**config.mk**
```make
export PLATFORM = sky130hd
export DESIGN_NAME = sensor_frame_rx
export DESIGN_NICKNAME = d
export VERILOG_FILES = /design/src/rtl/sensor_frame_rx.sv
export SDC_FILE = /design/constraint.sdc
export NUM_CORES = 1
export LEC_CHECK = 0
export CORE_MARGIN = 2
export CORE_UTILIZATION = 45
export CTS_CLUSTER_DIAMETER = 50
export DETAILED_ROUTE_END_ITERATION = 12
export GPL_ROUTABILITY_DRIVEN = 1
export GPL_TIMING_DRIVEN = 0
export PLACE_DENSITY_LB_ADDON = 0.08
export SYNTH_ARGS = -nofsm -noshare
export SYNTH_HDL_FRONTEND = slang
export SYNTH_SLANG_ARGS = --single-unit
```
**constraint.sdc**
```tcl
create_clock -name PWM -period 2.7 [get_ports PWM]
set_input_delay 0.405 -clock PWM [delete_from_list [all_inputs] [get_ports PWM]]
set_output_delay 0.405 -clock PWM [all_outputs]
set_load 0.01 [all_outputs]
```
**src/rtl/sensor_frame_rx.sv**
```systemverilog
// UART (8N1) sensor frame receiver: decodes A5/TYPE/DATA/CSUM frames into the
// controller's geo/gps/QR inputs and keeps a link-alive enable.
module sensor_frame_rx #(
    parameter int CLKS_PER_BIT = 434,
    parameter int GAP_BITS     = 20,
    parameter int LINK_TIMEOUT = 50_000_000
) (
    input  logic       PWM,
    input  logic       RST,
    input  logic       RX,
    output logic [7:0] geo_out,
    output logic [7:0] gps_out,
    output logic       QR_out,
    output logic       EN_out,
    output logic       frame_ok,
    output logic       frame_err
);

    localparam int CNT_W     = $clog2(CLKS_PER_BIT + 1);
    localparam int GAP_LIMIT = GAP_BITS * CLKS_PER_BIT;
    localparam int GAP_W     = $clog2(GAP_LIMIT + 1);
    localparam int LINK_W    = $clog2(LINK_TIMEOUT + 1);

    localparam logic [CNT_W-1:0]  HALF_M1  = CNT_W'(CLKS_PER_BIT / 2 - 1);
    localparam logic [CNT_W-1:0]  BIT_M1   = CNT_W'(CLKS_PER_BIT - 1);
    localparam logic [GAP_W-1:0]  GAP_M1   = GAP_W'(GAP_LIMIT - 1);
    localparam logic [GAP_W-1:0]  GAP_MAX  = GAP_W'(GAP_LIMIT);
    localparam logic [LINK_W-1:0] LINK_MAX = LINK_W'(LINK_TIMEOUT);
    localparam logic [7:0]        HEADER   = 8'hA5;

    typedef enum logic [1:0] {R_IDLE, R_START, R_DATA, R_STOP} rx_state_t;
    typedef enum logic [1:0] {P_IDLE, P_TYPE, P_DATA, P_CSUM} p_state_t;

    logic             rx_meta_q, rx_sync_q, rx_prev_q;
    rx_state_t        rx_state_q, rx_state_d;
    logic [CNT_W-1:0] rx_cnt_q, rx_cnt_d;
    logic [2:0]       rx_bit_q, rx_bit_d;
    logic [7:0]       rx_shift_q, rx_shift_d;
    logic             fall_s, start_det_s, stop_smp_s, byte_valid_s, byte_err_s;

    p_state_t         p_state_q, p_state_d;
    logic [7:0]       type_q, type_d, data_q, data_d;
    logic [GAP_W-1:0] gap_cnt_q, gap_cnt_d;
    logic             timeout_s;
    logic [7:0]       geo_q, geo_d, gps_q, gps_d;
    logic             qr_q, qr_d, en_q, en_d;
    logic             frame_ok_q, frame_ok_d, frame_err_q, frame_err_d;
    logic [LINK_W-1:0] link_cnt_q, link_cnt_d;

    // RX synchronizer and previous-sample tracker; reset to the idle-high level
    always_ff @(posedge PWM) begin
        if (RST) begin
            rx_meta_q <= 1'b1;
            rx_sync_q <= 1'b1;
            rx_prev_q <= 1'b1;
        end else begin
            rx_meta_q <= RX;
            rx_sync_q <= rx_meta_q;
            rx_prev_q <= rx_sync_q;
        end
    end

    assign fall_s = rx_prev_q & ~rx_sync_q;

    // Byte receiver state register
    always_ff @(posedge PWM) begin
        if (RST) begin
            rx_state_q <= R_IDLE;
            rx_cnt_q   <= '0;
            rx_bit_q   <= 3'd0;
            rx_shift_q <= 8'h00;
        end else begin
            rx_state_q <= rx_state_d;
            rx_cnt_q   <= rx_cnt_d;
            rx_bit_q   <= rx_bit_d;
            rx_shift_q <= rx_shift_d;
        end
    end

    // Byte receiver next state: mid-bit sampling counted from the detected start edge
    always_comb begin
        rx_state_d = rx_state_q;
        rx_cnt_d   = rx_cnt_q + CNT_W'(1);
        rx_bit_d   = rx_bit_q;
        rx_shift_d = rx_shift_q;
        case (rx_state_q)
            R_IDLE: begin
                rx_cnt_d = '0;
                if (fall_s) begin
                    rx_state_d = R_START;
                end else begin
                    rx_state_d = R_IDLE;
                end
            end
            R_START: begin
                if (rx_cnt_q == HALF_M1) begin
                    rx_cnt_d   = '0;
                    rx_bit_d   = 3'd0;
                    rx_state_d = rx_sync_q ? R_IDLE : R_DATA;
                end else begin
                    rx_state_d = R_START;
                end
            end
            R_DATA: begin
                if (rx_cnt_q == BIT_M1) begin
                    rx_cnt_d   = '0;
                    rx_shift_d = {rx_sync_q, rx_shift_q[7:1]};
                    rx_bit_d   = rx_bit_q + 3'd1;
                    rx_state_d = (rx_bit_q == 3'd7) ? R_STOP : R_DATA;
                end else begin
                    rx_state_d = R_DATA;
                end
            end
            R_STOP: begin
                if (rx_cnt_q == BIT_M1) begin
                    rx_cnt_d   = '0;
                    rx_state_d = R_IDLE;
                end else begin
                    rx_state_d = R_STOP;
                end
            end
            default: begin
                rx_cnt_d   = '0;
                rx_state_d = R_IDLE;
            end
        endcase
    end

    // Byte receiver outputs: start detection and stop-bit verdict
    always_comb begin
        start_det_s = 1'b0;
        stop_smp_s  = 1'b0;
        case (rx_state_q)
            R_IDLE:  start_det_s = fall_s;
            R_STOP:  stop_smp_s  = (rx_cnt_q == BIT_M1);
            default: stop_smp_s  = 1'b0;
        endcase
        byte_valid_s = stop_smp_s & rx_sync_q;
        byte_err_s   = stop_smp_s & ~rx_sync_q;
    end

    // Inter-byte gap counter, restarted by every start edge while a frame is open
    always_comb begin
        if (p_state_q == P_IDLE || start_det_s) begin
            gap_cnt_d = '0;
        end else if (gap_cnt_q != GAP_MAX) begin
            gap_cnt_d = gap_cnt_q + GAP_W'(1);
        end else begin
            gap_cnt_d = gap_cnt_q;
        end
        timeout_s = (p_state_q != P_IDLE) && (gap_cnt_q == GAP_M1) && !start_det_s;
    end

    // Parser state register
    always_ff @(posedge PWM) begin
        if (RST) begin
            p_state_q <= P_IDLE;
            type_q    <= 8'h00;
            data_q    <= 8'h00;
            gap_cnt_q <= '0;
        end else begin
            p_state_q <= p_state_d;
            type_q    <= type_d;
            data_q    <= data_d;
            gap_cnt_q <= gap_cnt_d;
        end
    end

    // Parser next state: bytes are positional, any error falls back to P_IDLE
    always_comb begin
        p_state_d = p_state_q;
        case (p_state_q)
            P_IDLE: begin
                if (byte_valid_s && rx_shift_q == HEADER) begin
                    p_state_d = P_TYPE;
                end else begin
                    p_state_d = P_IDLE;
                end
            end
            P_TYPE: begin
                if (byte_valid_s) begin
                    p_state_d = P_DATA;
                end else if (byte_err_s || timeout_s) begin
                    p_state_d = P_IDLE;
                end else begin
                    p_state_d = P_TYPE;
                end
            end
            P_DATA: begin
                if (byte_valid_s) begin
                    p_state_d = P_CSUM;
                end else if (byte_err_s || timeout_s) begin
                    p_state_d = P_IDLE;
                end else begin
                    p_state_d = P_DATA;
                end
            end
            P_CSUM: begin
                if (byte_valid_s || byte_err_s || timeout_s) begin
                    p_state_d = P_IDLE;
                end else begin
                    p_state_d = P_CSUM;
                end
            end
            default: p_state_d = P_IDLE;
        endcase
    end

    // Parser outputs: field capture, frame verdict and output-register loads
    always_comb begin
        type_d      = type_q;
        data_d      = data_q;
        geo_d       = geo_q;
        gps_d       = gps_q;
        qr_d        = qr_q;
        frame_ok_d  = 1'b0;
        frame_err_d = 1'b0;
        case (p_state_q)
            P_IDLE: begin
                frame_err_d = byte_err_s;
            end
            P_TYPE: begin
                if (byte_valid_s) begin
                    type_d = rx_shift_q;
                end else begin
                    frame_err_d = byte_err_s | timeout_s;
                end
            end
            P_DATA: begin
                if (byte_valid_s) begin
                    data_d = rx_shift_q;
                end else begin
                    frame_err_d = byte_err_s | timeout_s;
                end
            end
            P_CSUM: begin
                if (byte_valid_s && rx_shift_q == (type_q ^ data_q)) begin
                    frame_ok_d = 1'b1;
                    case (type_q)
                        8'h01:   geo_d = data_q;
                        8'h02:   gps_d = data_q;
                        8'h03:   qr_d  = data_q[0];
                        default: begin
                            frame_ok_d  = 1'b0;
                            frame_err_d = 1'b1;
                        end
                    endcase
                end else if (byte_valid_s) begin
                    frame_err_d = 1'b1;
                end else begin
                    frame_err_d = byte_err_s | timeout_s;
                end
            end
            default: frame_err_d = 1'b0;
        endcase
    end

    // Link-alive counter: cleared by each accepted frame, saturates at the timeout
    always_comb begin
        if (frame_ok_d) begin
            link_cnt_d = '0;
            en_d       = 1'b1;
        end else if (link_cnt_q != LINK_MAX) begin
            link_cnt_d = link_cnt_q + LINK_W'(1);
            en_d       = (link_cnt_q + LINK_W'(1) == LINK_MAX) ? 1'b0 : en_q;
        end else begin
            link_cnt_d = link_cnt_q;
            en_d       = 1'b0;
        end
    end

    // Registered outputs
    always_ff @(posedge PWM) begin
        if (RST) begin
            geo_q       <= 8'h00;
            gps_q       <= 8'h00;
            qr_q        <= 1'b0;
            en_q        <= 1'b0;
            frame_ok_q  <= 1'b0;
            frame_err_q <= 1'b0;
            link_cnt_q  <= '0;
        end else begin
            geo_q       <= geo_d;
            gps_q       <= gps_d;
            qr_q        <= qr_d;
            en_q        <= en_d;
            frame_ok_q  <= frame_ok_d;
            frame_err_q <= frame_err_d;
            link_cnt_q  <= link_cnt_d;
        end
    end

    assign geo_out   = geo_q;
    assign gps_out   = gps_q;
    assign QR_out    = qr_q;
    assign EN_out    = en_q;
    assign frame_ok  = frame_ok_q;
    assign frame_err = frame_err_q;

endmodule

```
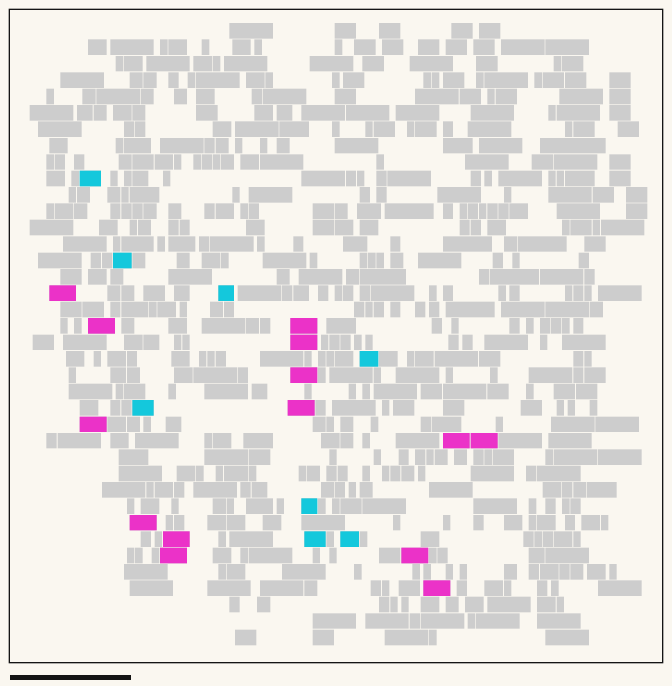
Run 1: logic cells by family
The bar under the picture is 20 um long.
| colour | family | cells |
|---|---|---|
| magenta | fa/ha/maj cells | 14 |
| cyan | non-inverting ao/oa cells | 8 |
number of cells in the finished layout apart from fillers: 726
multi-input gate share of the layout cell area: 48.0%

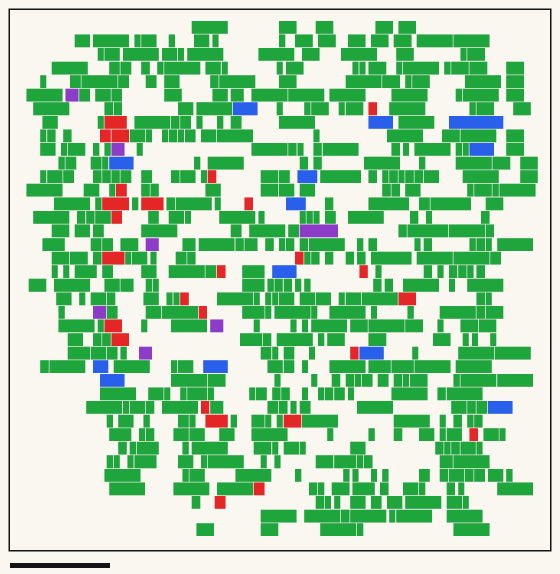
Run 1: drive-strength map
The bar under the picture is 20 um long.
| colour | size | cells | share |
|---|---|---|---|
| red | x2 | 26 | 4.4% |
| purple | x3 and x4 | 7 | 1.2% |
| blue | x6 and larger | 13 | 2.2% |
| green | x1 and smaller | 540 | 92% |
post-layout worst setup margin: 0.291 ns
count of non-CTS buffers in the layout: 49

==> metrics.log, run 1 <==
[report] implementation figures
[metrics] iteration-0 DRC count of the detailed router: 135
[metrics] Final Hold Violating Endpoints: 0
[metrics] sequential cell area in the final layout: 0.00206 sq mm
[metrics] detailed-routed wire length on met2: 4900 um
[metrics] maximum resistive drop on vdd: 0.321 mV
[metrics] Die Height: 108 um
[metrics] Endpoint, Worst Hold: rx_sync_q
[metrics] buffers from clock root to sink, at most: 2
[metrics] register area share after synthesis: 42.2%
[metrics] Top cell excl fill/tap: dfxtp_1
[metrics] Final period util: 89.2%
[metrics] post-route setup TNS: 0 ns
[metrics] type of destination of the critical path: flop
[metrics] cells on worst reg2reg path: 7
[metrics] cell count of the worst hold path: 1
[metrics] async set-or-reset flop fraction in the synthesized netlist: 0%
[metrics] worst-case setup slack after placement: 0.192 ns
[metrics] Filler Cells Inserted: 1033
[metrics] routability-driven placement congestion ratio: 0.831
[metrics] standard cell with the maximum stage delay on the critical path: dfxtp_1
[metrics] simple share: 27.2%
[metrics] arithmetic-cell share of the synthesized area counting full adders, half adders and majority gates: 3.59%
[metrics] clock buffers created by TritonCTS: 9
[metrics] minimum clock period after layout: 2.41 ns
[metrics] count of flip-flops with a built-in enable after synthesis: 0
[metrics] post-DP HPWL: 7530 um
[metrics] mean area per synthesized cell: 8.90 sq um
[metrics] fraction of synthesized cell area in xor and xnor cells: 10.9%
[metrics] arrival time at the worst endpoint: 2.69 ns
[metrics] global routing met3 resource utilization: 5.49%
[metrics] cell total after placement: 711
[metrics] chip area in the Yosys report: 0.00488 sq mm
[metrics] wire length per cell: 14.2 um
[metrics] Synth Area in Compound Gates: 6.22%
[metrics] GR peak layer: met2
[metrics] Clock-cell share: 3.39%
[metrics] Nets at Floorplan: 566
[metrics] count of instances resized after the clock tree is built: 0
[metrics] via count of the first global-routing pass: 3556
[metrics] normalized max-slew margin: 61.5%
[metrics] chip footprint: 0.0117 sq mm
[metrics] htree depth: 3
[metrics] total of endpoints with negative setup slack in the final report: 0
[metrics] Worst Skew: 0.0133 ns
[metrics] switching share of power: 22.7%
[metrics] transition time at the pin with the least slew margin: 0.573 ns
[metrics] largest family of logic cells by area: simple AND/OR/NAND/NOR gates
[metrics] crit path from: link_cnt_q[1]
[metrics] wire length of the first global-routing pass: 17500 um
[metrics] number of cells on the critical path: 7
[metrics] area of the multi-input gates: 0.00262 sq mm
[metrics] Initial DRT Pass Iterations: 4
[metrics] Synth-to-Final Area Change: 11.9%
[metrics] Post-Layout Inst Area: 0.00547 sq mm
[metrics] num tapcells: 140
[metrics] Die X: 108 um
[metrics] clock latency of the later-clocked register in the worst-skew pair: 0.38 ns
[metrics] Combinational Power Share: 2.4%
[metrics] Area leader share: 42.2%
[metrics] number of nets still failing antenna checks after routing: 0
[metrics] initial cell density of the core: 45.7%
[metrics] Design Power: 2.55 mW
[metrics] highest metal used: met4
[metrics] met2 routing resource usage after global routing: 31.2%
[metrics] flop2flop setup slack: 0.29 ns
[metrics] standard cell area after detailed placement: 0.00528 sq mm
[metrics] clock buffer instance count of the final layout: 9
[metrics] sw power: 0.577 mW
[metrics] sum of met3 wire segment lengths after detailed routing: 372 um
[metrics] kind of cell with the highest combined delay on the critical path: simple AND/OR/NAND/NOR gates
[metrics] maximum number of pins on one net before global-route repair: 17
[metrics] count of yosys warnings during synthesis: 0
[metrics] combinational logic power: 0.0620 mW
[metrics] total sequential power: 1.53 mW
[metrics] Top Consumer: registers
[metrics] count of max-cap constraint violations: 0
[metrics] Max Slew Vio Count: 0
[metrics] synthesized netlist cell count: 549
[metrics] Worst Hold Launch: rx_meta_q
[metrics] Signal inverters: 15
[metrics] count of buffers added by post-CTS timing repair for setup: 0
[metrics] ordered cell list for the critical path: ha_1 -> nand3_1 -> or2_2 -> nor3_2 -> and3_1 -> o22ai_1 -> o21a_1
[metrics] top cell category: multi-input combinational cells
[metrics] cell total in the yosys stat output: 549
[metrics] Port Buffers: 22
[metrics] final layout net count: 599
[metrics] top_reg_cell synth: dfxtp_1
[metrics] count of warning messages emitted by the tools: 34
[metrics] DRC Markers: 0
[metrics] average via count per standard cell: 5.30
[metrics] most numerous cell in the Yosys netlist: dfxtp_1
[metrics] worst reg2reg startpoint: link_cnt_q[1]
[metrics] status: complete, no violations
[metrics] WL met1: 4910 um
[metrics] Multiplexer share: 5.74%
[metrics] total number of multi-input combinational cells: 404
[metrics] overall routed net length: 10300 um
[metrics] largest registers: link_cnt_q: 26 flops, gap_cnt_q: 14 flops, rx_cnt_q: 9 flops
[metrics] slowest stage delay, CP: 0.52 ns
[metrics] flip-flop count of the largest register after layout: 26
[metrics] initial antenna violation count: 0
[metrics] sum of buffers and inverters on the critical path: 0
[metrics] leading cell types in the layout, fill and taps excluded: 103 x dfxtp_1, 90 x nor2_1, 43 x nand2_1, 43 x nand3_1, 28 x mux2i_1
[metrics] power consumed by the clock network: 0.949 mW
[metrics] via count: 3849
[metrics] total number of placement rows: 38
[metrics] minimum hold slack: 0.417 ns
[metrics] setup repair after global routing missed its margin: no
[metrics] required time at the endpoint of the critical path: 2.98 ns
[metrics] CTS sink count: 103
[metrics] Max Freq: 415 MHz
[metrics] clock-pin slew reported for the worst setup and hold paths after clock tree synthesis: 0.10 ns
[metrics] Worst Hold Class: flop to flop
[metrics] register with the highest flop count: link_cnt_q
[metrics] critical path launch point type: flop
[metrics] hold buffer count at cts: 0
[metrics] Pwr Density: 466 mW/mm^2
[metrics] global routing met1 resource utilization: 24.5%
[metrics] endpoint of the worst setup timing path: EN_out
[metrics] library cell with the largest summed area after synthesis: dfxtp_1
[metrics] cell-internal power: 1.97 mW
[metrics] relative contribution of sequential cells to total power: 60.3%
[metrics] antenna diode count: 0
[metrics] largest fanout on the critical path: 9
[metrics] NonClk Buf Share: 6.68%
[metrics] WS Path Type: flop to flop
[metrics] I/O pin total: 23
[metrics] top cells by instance count after synthesis: 103 x dfxtp_1, 91 x nor2_1, 43 x nand2_1, 43 x nand3_1, 28 x mux2i_1
[metrics] layout sequential cell count: 103
[metrics] CTS tree: yes
[metrics] root buffer cell: clkbuf_8
[metrics] Flops after synth: 103
[metrics] Top cells by area: dfxtp_1 42%, nor2_1 7.0%, mux2i_1 5.7%
[metrics] distinct lib cells: 57
[metrics] global-route usage over all layers: 19.0%
[metrics] Critical R2R Capture: EN_out
[metrics] share of post-route cells with drive strength above 1: 7.85%
[metrics] LEAKAGE: 1.83 nW
[metrics] cell area after synthesis: 0.00488 sq mm
[metrics] portion of total power attributed to the clock network: 37.3%
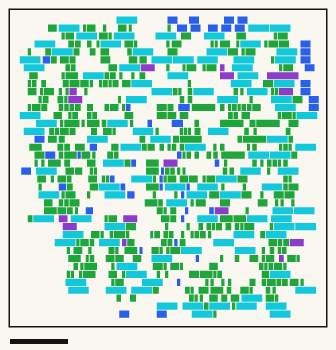
Run 1: cell classes on the final placement
The bar under the picture is 20 um long.
| colour | class | cells |
|---|---|---|
| green | remaining logic cells | 419 |
| purple | clock drivers and dummy loads | 15 |
| cyan | sequential cells | 103 |
| blue | remaining buffers and delay cells | 49 |
placeable core region: 0.0107 sq mm
fraction of the core area covered by cells at the end of the flow: 51.1%
share of the final layout cell area in sequential cells: 37.7%

==> run 1 -> run 2 <==
GPL_ROUTABILITY_DRIVEN = 0   (was 1)
SLEW_MARGIN = 5   (was not set)
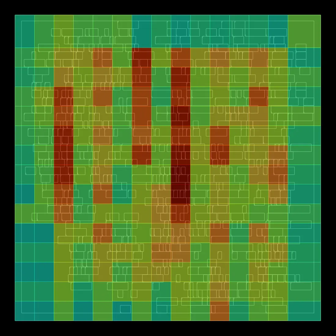
Run 2: routing congestion map
wire length per cell: 14.2 um
GR peak layer: met2

==> metrics.log, run 2 <==
[report] implementation figures
[metrics] WS Path Type: flop to flop
[metrics] count of max-cap constraint violations: 0 (unchanged)
[metrics] count of yosys warnings during synthesis: 0 (unchanged)
[metrics] share of the final layout cell area in sequential cells: 37.7% (unchanged)
[metrics] total number of multi-input combinational cells: 404 (unchanged)
[metrics] Worst Skew: 0.0133 ns (unchanged)
[metrics] Filler Cells Inserted: 1033 (unchanged)
[metrics] Final period util: 89.2% (unchanged)
[metrics] LEAKAGE: 1.83 nW (unchanged)
[metrics] type of destination of the critical path: flop
[metrics] total of endpoints with negative setup slack in the final report: 0 (unchanged)
[metrics] Signal inverters: 15 (unchanged)
[metrics] count of instances resized after the clock tree is built: 0 (unchanged)
[metrics] Critical R2R Capture: EN_out
[metrics] htree depth: 3 (unchanged)
[metrics] CTS tree: yes
[metrics] highest metal used: met4
[metrics] setup repair after global routing missed its margin: no
[metrics] arrival time at the worst endpoint: 2.69 ns (about the same)
[metrics] number of cells on the critical path: 7 (unchanged)
[metrics] fraction of synthesized cell area in xor and xnor cells: 10.9% (unchanged)
[metrics] kind of cell with the highest combined delay on the critical path: simple AND/OR/NAND/NOR gates
[metrics] number of nets still failing antenna checks after routing: 0 (unchanged)
[metrics] via count of the first global-routing pass: 3556 (unchanged)
[metrics] Clock-cell share: 3.39% (unchanged)
[metrics] status: complete, no violations
[metrics] share of post-route cells with drive strength above 1: 7.85% (unchanged)
[metrics] post-route setup TNS: 0 ns (unchanged)
[metrics] buffers from clock root to sink, at most: 2 (unchanged)
[metrics] WL met1: 4910 um (unchanged)
[metrics] CTS sink count: 103 (unchanged)
[metrics] distinct lib cells: 57 (unchanged)
[metrics] total number of placement rows: 38 (unchanged)
[metrics] overall routed net length: 10300 um (unchanged)
[metrics] endpoint of the worst setup timing path: EN_out
[metrics] total sequential power: 1.53 mW (about the same)
[metrics] I/O pin total: 23 (unchanged)
[metrics] minimum clock period after layout: 2.41 ns (unchanged)
[metrics] initial cell density of the core: 45.7% (unchanged)
[metrics] portion of total power attributed to the clock network: 37.3% (about the same)
[metrics] maximum number of pins on one net before global-route repair: 17 (unchanged)
[metrics] sum of met3 wire segment lengths after detailed routing: 372 um (unchanged)
[metrics] worst-case setup slack after placement: 0.192 ns (unchanged)
[metrics] minimum hold slack: 0.417 ns (unchanged)
[metrics] critical path launch point type: flop
[metrics] wire length of the first global-routing pass: 17500 um (unchanged)
[metrics] count of buffers added by post-CTS timing repair for setup: 0 (unchanged)
[metrics] num tapcells: 140 (unchanged)
[metrics] Flops after synth: 103 (unchanged)
[metrics] flip-flop count of the largest register after layout: 26 (unchanged)
[metrics] root buffer cell: clkbuf_8
[metrics] number of cells in the finished layout apart from fillers: 726 (unchanged)
[metrics] final layout net count: 599 (unchanged)
[metrics] largest fanout on the critical path: 9 (unchanged)
[metrics] global-route usage over all layers: 19.0% (unchanged)
[metrics] library cell with the largest summed area after synthesis: dfxtp_1
[metrics] flop2flop setup slack: 0.29 ns (about the same)
[metrics] chip area in the Yosys report: 0.00488 sq mm (unchanged)
[metrics] Top Consumer: registers
[metrics] clock buffer instance count of the final layout: 9 (unchanged)
[metrics] Combinational Power Share: 2.4% (about the same)
[metrics] cell count of the worst hold path: 1 (unchanged)
[metrics] sum of buffers and inverters on the critical path: 0 (unchanged)
[metrics] standard cell with the maximum stage delay on the critical path: dfxtp_1
[metrics] register with the highest flop count: link_cnt_q
[metrics] global routing met1 resource utilization: 24.5% (unchanged)
[metrics] Multiplexer share: 5.74% (unchanged)
[metrics] count of non-CTS buffers in the layout: 49 (unchanged)
[metrics] normalized max-slew margin: 61.5% (unchanged)
[metrics] Nets at Floorplan: 566 (unchanged)
[metrics] Port Buffers: 22 (unchanged)
[metrics] top cell category: multi-input combinational cells
[metrics] power consumed by the clock network: 0.949 mW (about the same)
[metrics] met2 routing resource usage after global routing: 31.2% (unchanged)
[metrics] global routing met3 resource utilization: 5.49% (unchanged)
[metrics] Pwr Density: 466 mW/mm^2 (unchanged)
[metrics] transition time at the pin with the least slew margin: 0.573 ns (unchanged)
[metrics] cell-internal power: 1.97 mW (unchanged)
[metrics] DRC Markers: 0 (unchanged)
[metrics] iteration-0 DRC count of the detailed router: 135 (unchanged)
[metrics] layout sequential cell count: 103 (unchanged)
[metrics] mean area per synthesized cell: 8.90 sq um (unchanged)
[metrics] hold buffer count at cts: 0 (unchanged)
[metrics] maximum resistive drop on vdd: 0.321 mV (unchanged)
[metrics] relative contribution of sequential cells to total power: 60.3% (about the same)
[metrics] standard cell area after detailed placement: 0.00528 sq mm (unchanged)
[metrics] Worst Hold Class: flop to flop
[metrics] antenna diode count: 0 (unchanged)
[metrics] top cells by instance count after synthesis: 103 x dfxtp_1, 91 x nor2_1, 43 x nand2_1, 43 x nand3_1, 28 x mux2i_1
[metrics] arithmetic-cell share of the synthesized area counting full adders, half adders and majority gates: 3.59% (unchanged)
[metrics] Die X: 108 um (unchanged)
[metrics] clock-pin slew reported for the worst setup and hold paths after clock tree synthesis: 0.10 ns (about the same)
[metrics] clock latency of the later-clocked register in the worst-skew pair: 0.38 ns (about the same)
[metrics] sequential cell area in the final layout: 0.00206 sq mm (unchanged)
[metrics] slowest stage delay, CP: 0.52 ns (about the same)
[metrics] multi-input gate share of the layout cell area: 48.0% (unchanged)
[metrics] placeable core region: 0.0107 sq mm (unchanged)
[metrics] ordered cell list for the critical path: ha_1 -> nand3_1 -> or2_2 -> nor3_2 -> and3_1 -> o22ai_1 -> o21a_1
[metrics] most numerous cell in the Yosys netlist: dfxtp_1
[metrics] post-DP HPWL: 7530 um (unchanged)
[metrics] leading cell types in the layout, fill and taps excluded: 103 x dfxtp_1, 90 x nor2_1, 43 x nand2_1, 43 x nand3_1, 28 x mux2i_1
[metrics] async set-or-reset flop fraction in the synthesized netlist: 0% (unchanged)
[metrics] register area share after synthesis: 42.2% (unchanged)
[metrics] Area leader share: 42.2% (unchanged)
[metrics] cell total after placement: 711 (unchanged)
[metrics] Top cells by area: dfxtp_1 42%, nor2_1 7.0%, mux2i_1 5.7%
[metrics] count of flip-flops with a built-in enable after synthesis: 0 (unchanged)
[metrics] fraction of the core area covered by cells at the end of the flow: 51.1% (unchanged)
[metrics] switching share of power: 22.7% (unchanged)
[metrics] initial antenna violation count: 0 (unchanged)
[metrics] via count: 3849 (unchanged)
[metrics] Top cell excl fill/tap: dfxtp_1
[metrics] Initial DRT Pass Iterations: 4 (unchanged)
[metrics] post-layout worst setup margin: 0.291 ns (unchanged)
[metrics] Design Power: 2.55 mW (unchanged)
[metrics] combinational logic power: 0.0620 mW (about the same)
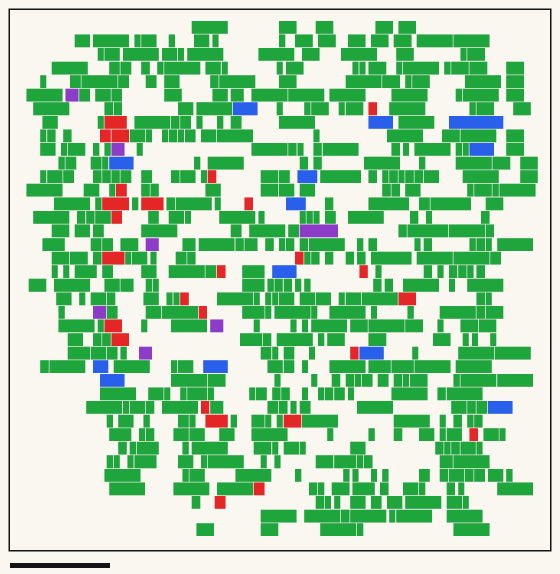
Run 2: drive-strength map
The bar under the picture is 20 um long.
| colour | size | cells | share |
|---|---|---|---|
| red | x2 | 26 | 4.4% |
| blue | x6 and larger | 13 | 2.2% |
| purple | x3 and x4 | 7 | 1.2% |
| green | x1 and smaller | 540 | 92% |
Synth-to-Final Area Change: 11.9%
Post-Layout Inst Area: 0.00547 sq mm

==> run 2 -> run 3 <==
CAP_MARGIN = 30   (was not set)
CORE_ASPECT_RATIO = 1.5   (was not set)
SLEW_MARGIN = 20   (was 5)
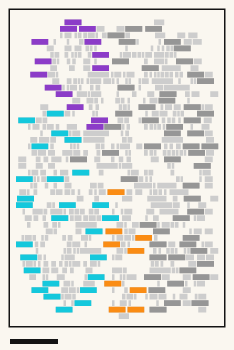
Run 3: sequential cells grouped by signal name
The bar under the picture is 20 um long.
| colour | signal | flops |
|---|---|---|
| cyan | link_cnt_q | 26 |
| purple | gap_cnt_q | 14 |
| orange | rx_cnt_q | 9 |
not coloured: 54
fraction of the core area covered by cells at the end of the flow: 53.1%
total sequential power: 1.54 mW
share of the final layout cell area in sequential cells: 36.7%

==> metrics.log, run 3 <==
[report] implementation figures
[metrics] Signal inverters: 15 (unchanged)
[metrics] wire length per cell: 15.1 um (+6.4%)
[metrics] cell area after synthesis: 0.00488 sq mm
[metrics] status: complete, no violations
[metrics] Worst Hold Class: flop to flop
[metrics] layout sequential cell count: 103 (unchanged)
[metrics] Critical R2R Capture: EN_out
[metrics] transition time at the pin with the least slew margin: 0.607 ns (+0.0337 ns)
[metrics] average via count per standard cell: 5.30
[metrics] highest metal used: met4
[metrics] share of post-route cells with drive strength above 1: 8.01% (+0.16 points)
[metrics] cell count of the worst hold path: 1 (unchanged)
[metrics] Max Freq: 398 MHz
[metrics] multi-input gate share of the layout cell area: 46.7% (-1.3 points)
[metrics] initial cell density of the core: 46.1% (+0.46 points)
[metrics] ordered cell list for the critical path: ha_1 -> nand3_1 -> nor2_2 -> o211ai_2 -> a2111oi_2 -> nand4_1 -> o21a_1
[metrics] standard cell area after detailed placement: 0.00529 sq mm (about the same)
[metrics] overall routed net length: 11000 um (+7.2%)
[metrics] Port Buffers: 22 (unchanged)
[metrics] CTS sink count: 103 (unchanged)
[metrics] top cells by instance count after synthesis: 103 x dfxtp_1, 91 x nor2_1, 43 x nand2_1, 43 x nand3_1, 28 x mux2i_1
[metrics] Final period util: 93.1% (+3.8 points)
[metrics] buffers from clock root to sink, at most: 2 (unchanged)
[metrics] number of nets still failing antenna checks after routing: 0 (unchanged)
[metrics] chip area in the Yosys report: 0.00488 sq mm (unchanged)
[metrics] Area leader share: 42.2% (unchanged)
[metrics] antenna diode count: 0 (unchanged)
[metrics] met2 routing resource usage after global routing: 35.9% (+4.7 points)
[metrics] relative contribution of sequential cells to total power: 50.6% (-9.7 points)
[metrics] number of cells on the critical path: 7 (unchanged)
[metrics] arrival time at the worst endpoint: 2.76 ns (+0.07 ns)
[metrics] NonClk Buf Share: 6.50%
[metrics] count of yosys warnings during synthesis: 0 (unchanged)
[metrics] num tapcells: 144 (+2.9%)
[metrics] Multiplexer share: 5.74% (unchanged)
[metrics] maximum resistive drop on vdd: 0.309 mV (-3.7%)
[metrics] most numerous cell in the Yosys netlist: dfxtp_1
[metrics] iteration-0 DRC count of the detailed router: 181 (+34%)
[metrics] clock latency of the later-clocked register in the worst-skew pair: 0.35 ns (-0.03 ns)
[metrics] Filler Cells Inserted: 1027 (-0.58%)
[metrics] arithmetic-cell share of the synthesized area counting full adders, half adders and majority gates: 3.59% (unchanged)
[metrics] register with the highest flop count: link_cnt_q
[metrics] minimum clock period after layout: 2.51 ns (+0.104 ns)
[metrics] via count: 3875 (+0.68%)
[metrics] largest fanout on the critical path: 9 (unchanged)
[metrics] count of buffers added by post-CTS timing repair for setup: 0 (unchanged)
[metrics] cell-internal power: 2.41 mW (+22%)
[metrics] hold buffer count at cts: 0 (unchanged)
[metrics] clock buffer instance count of the final layout: 11 (+2)
[metrics] area of the multi-input gates: 0.00262 sq mm
[metrics] standard cell with the maximum stage delay on the critical path: dfxtp_1
[metrics] Endpoint, Worst Hold: rx_sync_q
[metrics] slowest stage delay, CP: 0.52 ns (about the same)
[metrics] global routing met1 resource utilization: 21.8% (-2.7 points)
[metrics] clock buffers created by TritonCTS: 9
[metrics] Top cell excl fill/tap: dfxtp_1
[metrics] Worst Hold Launch: rx_meta_q
[metrics] combinational logic power: 0.0636 mW (+3%)
[metrics] total of endpoints with negative setup slack in the final report: 0 (unchanged)
[metrics] fraction of synthesized cell area in xor and xnor cells: 10.9% (unchanged)
[metrics] async set-or-reset flop fraction in the synthesized netlist: 0% (unchanged)
[metrics] global-route usage over all layers: 20.2% (+1.1 points)
[metrics] critical path launch point type: flop
[metrics] final layout net count: 599 (unchanged)
[metrics] kind of cell with the highest combined delay on the critical path: simple AND/OR/NAND/NOR gates
[metrics] LEAKAGE: 1.89 nW (+3.4%)
[metrics] setup repair after global routing missed its margin: no
[metrics] root buffer cell: clkbuf_16
[metrics] post-route setup TNS: 0 ns (unchanged)
[metrics] count of instances resized after the clock tree is built: 0 (unchanged)
[metrics] count of non-CTS buffers in the layout: 49 (unchanged)
[metrics] Clock-cell share: 5.92% (+2.5 points)
[metrics] normalized max-slew margin: 59.5% (-1.9 points)
[metrics] I/O pin total: 23 (unchanged)
[metrics] distinct lib cells: 57 (unchanged)
[metrics] Die X: 89.1 um (-18%)
[metrics] crit path from: link_cnt_q[1]
[metrics] flip-flop count of the largest register after layout: 26 (unchanged)
[metrics] post-DP HPWL: 8180 um (+8.7%)
[metrics] minimum hold slack: 0.411 ns (-0.00530 ns)
[metrics] type of destination of the critical path: flop
[metrics] sequential cell area in the final layout: 0.00206 sq mm (unchanged)
[metrics] sum of buffers and inverters on the critical path: 0 (unchanged)
[metrics] endpoint of the worst setup timing path: EN_out
[metrics] switching share of power: 20.6% (-2.1 points)
[metrics] Design Power: 3.03 mW (+19%)
[metrics] GR peak layer: met2
[metrics] Flops after synth: 103 (unchanged)
[metrics] Top cells by area: dfxtp_1 42%, nor2_1 7.0%, mux2i_1 5.7%
[metrics] count of max-cap constraint violations: 0 (unchanged)
[metrics] cell total after placement: 715 (+0.56%)
[metrics] count of flip-flops with a built-in enable after synthesis: 0 (unchanged)
[metrics] mean area per synthesized cell: 8.90 sq um (unchanged)
[metrics] sum of met3 wire segment lengths after detailed routing: 352 um (-5.4%)
[metrics] chip footprint: 0.0117 sq mm
[metrics] maximum number of pins on one net before global-route repair: 17 (unchanged)
[metrics] flop2flop setup slack: 0.19 ns (-0.10 ns)
[metrics] clock-pin slew reported for the worst setup and hold paths after clock tree synthesis: 0.07 ns (-0.03 ns)
[metrics] top cell category: multi-input combinational cells
[metrics] Die Height: 132 um
[metrics] number of cells in the finished layout apart from fillers: 731 (+0.69%)
[metrics] wire length of the first global-routing pass: 18300 um (+4.7%)
[metrics] worst-case setup slack after placement: 0.108 ns (-0.0846 ns)
[metrics] portion of total power attributed to the clock network: 47.3% (+10 points)
[metrics] htree depth: 3 (unchanged)
[metrics] total number of placement rows: 46 (+21%)
[metrics] DRC Markers: 0 (unchanged)
[metrics] largest family of logic cells by area: simple AND/OR/NAND/NOR gates
[metrics] library cell with the largest summed area after synthesis: dfxtp_1
[metrics] register area share after synthesis: 42.2% (unchanged)
[metrics] total number of multi-input combinational cells: 404 (unchanged)
[metrics] placeable core region: 0.0106 sq mm (-1.0%)
[metrics] Pwr Density: 540 mW/mm^2 (+16%)
[metrics] sw power: 0.625 mW
[metrics] global routing met3 resource utilization: 4.77% (-0.71 points)
[metrics] CTS tree: yes
[metrics] via count of the first global-routing pass: 3757 (+5.7%)
[metrics] Combinational Power Share: 2.1% (-0.3 points)
[metrics] Worst Skew: 0.00685 ns (-0.00645 ns)
[metrics] leading cell types in the layout, fill and taps excluded: 103 x dfxtp_1, 90 x nor2_1, 43 x nand2_1, 43 x nand3_1, 28 x mux2i_1
[metrics] Nets at Floorplan: 566 (unchanged)
[metrics] WL met1: 4390 um (-11%)
[metrics] Initial DRT Pass Iterations: 4 (unchanged)
[metrics] synthesized netlist cell count: 549
[metrics] initial antenna violation count: 0 (unchanged)
[metrics] Top Consumer: registers
[metrics] power consumed by the clock network: 1.43 mW (+51%)
[metrics] largest registers: link_cnt_q: 26 flops, gap_cnt_q: 14 flops, rx_cnt_q: 9 flops
[metrics] WS Path Type: flop to flop
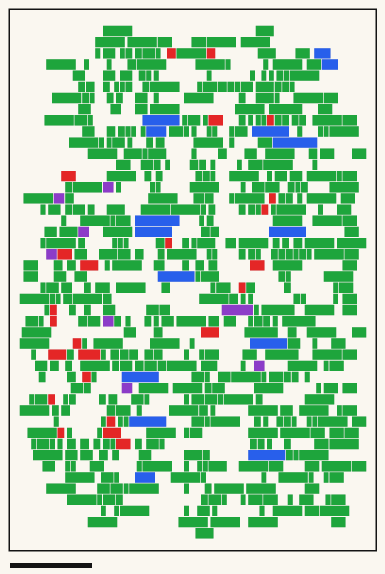
Run 3: drive-strength map
The bar under the picture is 20 um long.
| colour | size | cells | share |
|---|---|---|---|
| green | x1 and smaller | 540 | 92% |
| blue | x6 and larger | 15 | 2.6% |
| purple | x3 and x4 | 8 | 1.4% |
| red | x2 | 24 | 4.1% |
Synth-to-Final Area Change: 15.1%
Post-Layout Inst Area: 0.00562 sq mm
post-layout worst setup margin: 0.187 ns

Power is estimated from default activity; no workload was simulated.
